==> config.mk <==
export PLATFORM = sky130hd
export DESIGN_NAME = inst_fetch_mem
export DESIGN_NICKNAME = d
export VERILOG_FILES = /design/src/rtl/inst_fetch_mem.sv
export SDC_FILE = /design/constraint.sdc
export NUM_CORES = 2
export LEC_CHECK = 0
export ABC_CLOCK_PERIOD_IN_PS = 5150
export CORE_MARGIN = 2
export CORE_UTILIZATION = 45
export DETAILED_ROUTE_END_ITERATION = 6
export GPL_TIMING_DRIVEN = 0
export HOLD_SLACK_MARGIN = 0.08
export SLEW_MARGIN = 5
export SYNTH_ARGS = -nofsm -noshare
export SYNTH_HDL_FRONTEND = slang
export SYNTH_SLANG_ARGS = --single-unit
==> constraint.sdc <==
create_clock -name clk -period 5.15 [get_ports clk]
set_input_delay 0.515 -clock clk [delete_from_list [all_inputs] [get_ports clk]]
set_output_delay 0.515 -clock clk [all_outputs]
set_load 0.005 [all_outputs]
==> src/rtl/inst_fetch_mem.sv <==
// Byte-preloadable instruction memory with a fixed-latency, stallable fetch pipeline.
// Responses carry the request address plus misalignment / out-of-range error flags.
module inst_fetch_mem #(
    parameter int unsigned DEPTH_BYTES = 256,
    parameter int unsigned LAT         = 2,
    parameter int unsigned BIG_ENDIAN  = 1
) (
    input  logic        clk,
    input  logic        reset,
    input  logic        req_valid,
    input  logic [31:0] req_addr,
    output logic        req_ready,
    input  logic        stall,
    input  logic        ld_en,
    input  logic [31:0] ld_addr,
    input  logic [7:0]  ld_data,
    output logic        rsp_valid,
    output logic [31:0] rsp_data,
    output logic [31:0] rsp_addr,
    output logic [1:0]  rsp_err,
    output logic [15:0] fetch_cnt
);

    localparam int unsigned AW        = (DEPTH_BYTES > 1) ? $clog2(DEPTH_BYTES) : 1;
    localparam logic [31:0] LAST_WORD = 32'(DEPTH_BYTES - 4);

    logic [7:0]    mem_q [DEPTH_BYTES];
    logic          mem_we;
    logic [AW-1:0] mem_widx;

    logic          accept;
    logic [1:0]    rd_err;
    logic [AW-1:0] rd_base;
    logic [7:0]    rd_b0, rd_b1, rd_b2, rd_b3;
    logic [31:0]   rd_word;

    logic          v_q    [LAT];
    logic          v_d    [LAT];
    logic [31:0]   data_q [LAT];
    logic [31:0]   data_d [LAT];
    logic [31:0]   addr_q [LAT];
    logic [31:0]   addr_d [LAT];
    logic [1:0]    err_q  [LAT];
    logic [1:0]    err_d  [LAT];

    logic [15:0]   cnt_q;
    logic [15:0]   cnt_d;

    always_comb begin
        req_ready = !stall && !ld_en && !reset;
        accept    = req_valid && req_ready;
    end

    // Preload port; writes also land while in reset or stalled.
    always_comb begin
        mem_we   = ld_en && (ld_addr < 32'(DEPTH_BYTES));
        mem_widx = ld_addr[AW-1:0];
    end

    always_ff @(posedge clk) begin
        if (mem_we) begin
            mem_q[mem_widx] <= ld_data;
        end
    end

    // Errored fetches read from index 0 so the array is never addressed past its end.
    always_comb begin
        rd_err[0] = (req_addr[1:0] != 2'b00);
        rd_err[1] = (req_addr > LAST_WORD);
        rd_base   = (rd_err == 2'b00) ? req_addr[AW-1:0] : '0;
        rd_b0     = mem_q[rd_base];
        rd_b1     = mem_q[rd_base + AW'(1)];
        rd_b2     = mem_q[rd_base + AW'(2)];
        rd_b3     = mem_q[rd_base + AW'(3)];
        if (rd_err != 2'b00) begin
            rd_word = '0;
        end else if (BIG_ENDIAN != 0) begin
            rd_word = {rd_b0, rd_b1, rd_b2, rd_b3};
        end else begin
            rd_word = {rd_b3, rd_b2, rd_b1, rd_b0};
        end
    end

    // Empty stages carry all-zero payload so the outputs read 0 whenever invalid.
    always_comb begin
        v_d    = v_q;
        data_d = data_q;
        addr_d = addr_q;
        err_d  = err_q;
        if (reset) begin
            for (int unsigned i = 0; i < LAT; i++) begin
                v_d[i]    = 1'b0;
                data_d[i] = '0;
                addr_d[i] = '0;
                err_d[i]  = '0;
            end
        end else if (!stall) begin
            v_d[0]    = accept;
            data_d[0] = accept ? rd_word  : '0;
            addr_d[0] = accept ? req_addr : '0;
            err_d[0]  = accept ? rd_err   : '0;
            for (int unsigned i = 1; i < LAT; i++) begin
                v_d[i]    = v_q[i-1];
                data_d[i] = data_q[i-1];
                addr_d[i] = addr_q[i-1];
                err_d[i]  = err_q[i-1];
            end
        end
    end

    always_comb begin
        cnt_d = cnt_q;
        if (reset) begin
            cnt_d = '0;
        end else if (accept && (cnt_q != '1)) begin
            cnt_d = cnt_q + 16'd1;
        end
    end

    always_ff @(posedge clk) begin
        v_q    <= v_d;
        data_q <= data_d;
        addr_q <= addr_d;
        err_q  <= err_d;
        cnt_q  <= cnt_d;
    end

    always_comb begin
        rsp_valid = v_q[LAT-1] && !reset;
        rsp_data  = rsp_valid ? data_q[LAT-1] : '0;
        rsp_addr  = rsp_valid ? addr_q[LAT-1] : '0;
        rsp_err   = rsp_valid ? err_q[LAT-1]  : '0;
        fetch_cnt = cnt_q;
    end

endmodule

==> results.sh <==
# physical design summary
export IMPL_place_area_um2=95770
export IMPL_drc=29
export IMPL_power_frac_clock_pct=43.8
export IMPL_top_cells_by_count="2048 x edfxtp_1, 736 x nand2_1, 446 x nor2_1"
export IMPL_critical_path_class="input port to flip-flop"
export IMPL_io_buffers=157
export IMPL_drv_cap=9
export IMPL_crit_required_ns=5.91
export IMPL_numCtsBuffers=224
export IMPL_crit_slowest_cell="clkbuf_1"
export IMPL_place_congestion=1.088
export IMPL_violations="DRC, capacitance limit, slew limit, setup timing"
export IMPL_path_delay_family="buffers and inverters"
export IMPL_routed_wl_um=366700
export IMPL_status="finished with violations"
export IMPL_cts_htree_levels=4
export IMPL_post_cts_buffers=5
export IMPL_power_switching_mw=8.394
export IMPL_top_cell_area_share_pct=68.10
export IMPL_ios=161
export IMPL_ys_seq_share_pct=71.43
export IMPL_cts_sinks=2198
export IMPL_grt_max_degree=143
export IMPL_nets=6159
export IMPL_setup_ws_ns=-0.3452
export IMPL_finalSetupViolCount=17
export IMPL_cts_root_buf="clkbuf_16"
export IMPL_timing_hold_ws_ns=0.2203
export IMPL_fin_crit_sh_pct=106.7
export IMPL_report_final_slew_viol_count=66
export IMPL_avgSynthCellArea_um2=15.94
export IMPL_dp_hpwl_um=257100
export IMPL_cts_hold_buf=5
export IMPL_clk_pin_slew_ns=0.07
export IMPL_synth_area_leader_cell="edfxtp_1"
export IMPL_startpoint_type="input port"
export IMPL_synthFlopType="edfxtp_1"
export IMPL_grt_pass1_wl_um=486800
export IMPL_num_rows=164
export IMPL_worstPathArrival_ns=6.25
final timing paths:
kind                start           to  slack, ns  cells past startpoint
max           req_addr[3]   data_q[38]      -0.35                     11
min reg2reg        v_q[1]       v_q[1]       0.44                      2
max reg2reg  mem_q[71][1]   data_q[33]       2.18                      7
min            ld_data[0]  mem_q[5][0]       0.22                      1
cell type report:
class	instances	area [µm²]	share of cell area, %
buffer	391	1998	1.932
sequential	2198	64500	62.37
tap	2656	3323	3.213
antenna	31	77.57	0.07501
timing repair buffer	188	2155	2.083
clock buffer	290	5984	5.787
multi-input combinational	3072	24000	23.20
inverter	4	16.27	0.01573
clock inverter	131	1363	1.318
cells by family (layout without fill, tap and decap cells):
group | after synthesis | count (layout) | synth area share (%)
flops | 2198 | 2198 | 71.43
xor+xnor | 16 | 16 | 0.1552
buf+inv | 398 | 1004 | 2.167
compound gates | 712 | 712 | 5.506
simple gates | 1732 | 1732 | 8.519
mux | 606 | 606 | 12.18
fa+ha+maj | 3 | 3 | 0.04157
other cells | 1 | 34 | 0.004153
through the flow:
stage | util (%) | setup slack, ns | power (mW) | cells | setup TNS (ns)
finish | 51.80 | -0.3452 | 37.62 | 8961 | -2.669
global route | 51.77 | -0.007539 | 38.29 | 8939 | -0.007539
CTS | 51.73 | 0.01603 | 37.43 | 8931 | 0
detailed placement | 47.97 | -2.625 | 21.37 | 8502 | -171.93
global placement | 47.68 | -4.795 | 21.52 | 8481 | -9275.82
floorplan | - | 1.035 | 20.58 | 5668 | 0
placed cells by master, fill, tap and decap left out, types with 17 or more instances in the layout:
cell type | synthesis | final
a211oi_1 | 74 | 74
a21oi_1 | 123 | 122
a221oi_1 | 142 | 140
a22o_1 | 34 | 34
a31oi_1 | 78 | 71
and2_1 | 88 | 88
and3_1 | 85 | 85
buf_1 | 34 | 30
buf_2 | 79 | 80
buf_4 | 22 | 30
buf_8 | 7 | 17
bufinv_16 | 0 | 20
clkbuf_1 | 230 | 245
clkbuf_16 | 0 | 225
clkbuf_2 | 1 | 39
clkdlybuf4s50_1 | 0 | 149
clkinv_1 | 0 | 52
clkinv_2 | 0 | 38
dfxtp_1 | 150 | 150
diode_2 | 0 | 31
edfxtp_1 | 2048 | 2048
mux2i_1 | 212 | 212
mux4_2 | 394 | 394
nand2_1 | 736 | 736
nand3_1 | 195 | 195
nand4_1 | 19 | 19
nor2_1 | 446 | 441
nor3_1 | 82 | 80
nor4_1 | 27 | 26
o21ai_0 | 78 | 72
o21ai_1 | 25 | 31
o22ai_1 | 55 | 55
state kept, by name (all words and copies together) (netlist names):
name,flops
v_q,2
data_q,64
fetch_cnt,16
mem_q,2048
addr_q,64
err_q,4
routing by layer:
metal	wire length (µm)	share of wire, %	track usage, %
met3	50260	14	11.70
met1	136100	37	47.96
met2	155000	42	49.90
met5	192	0.052	0
met4	25100	6.8	21.03
power by group through the flow:
| stage | Clock [mW] | Combinational, mW | Sequential [mW] |
|---|---|---|---|
| floorplan | 0 | 0.693 | 19.9 |
| global placement | 0 | 1.42 | 20.1 |
| detailed placement | 0 | 1.48 | 19.9 |
| CTS | 16.4 | 1.49 | 19.5 |
| global route | 17.1 | 1.67 | 19.5 |
| finish | 16.5 | 1.65 | 19.5 |
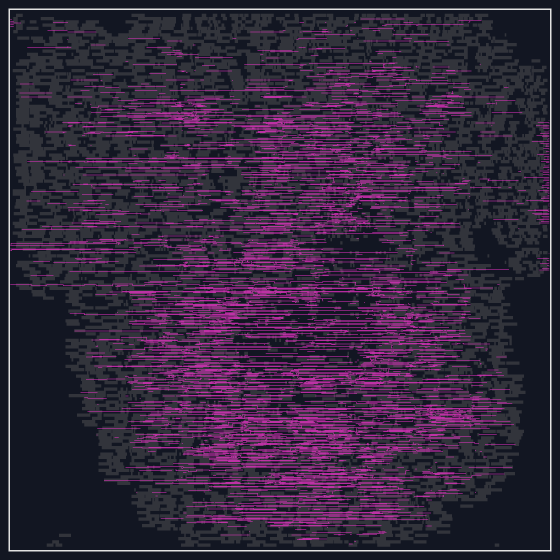
(images/m3.png)
- longest straight run: 237 µm
- nets with wire on the layer: 1234

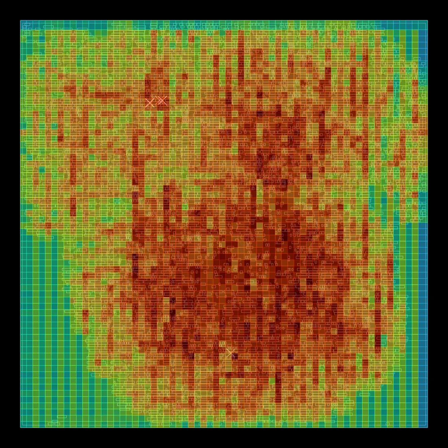
(images/congestion_map.png)
global router's overall resource usage: 35.44%
M1 GR Usage: 47.96%

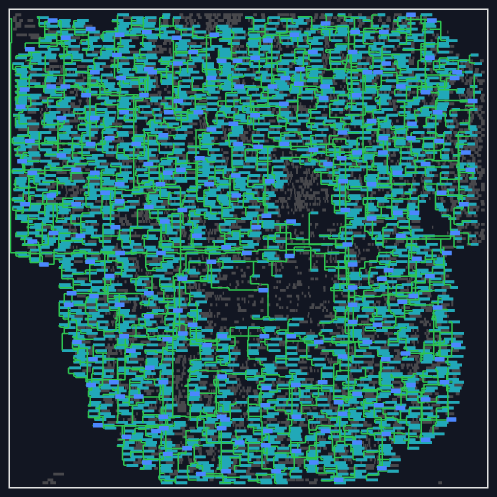
(images/clock_wires.png)
- flip-flops: cyan (count 2198)
- clock-net drivers: blue (count 224)
- clock wires: green (length 26.4 mm)
- flops lie: widely spread
- routed clock nets: 225

Power figures rest on the tool's default switching activity, not on a simulated workload.
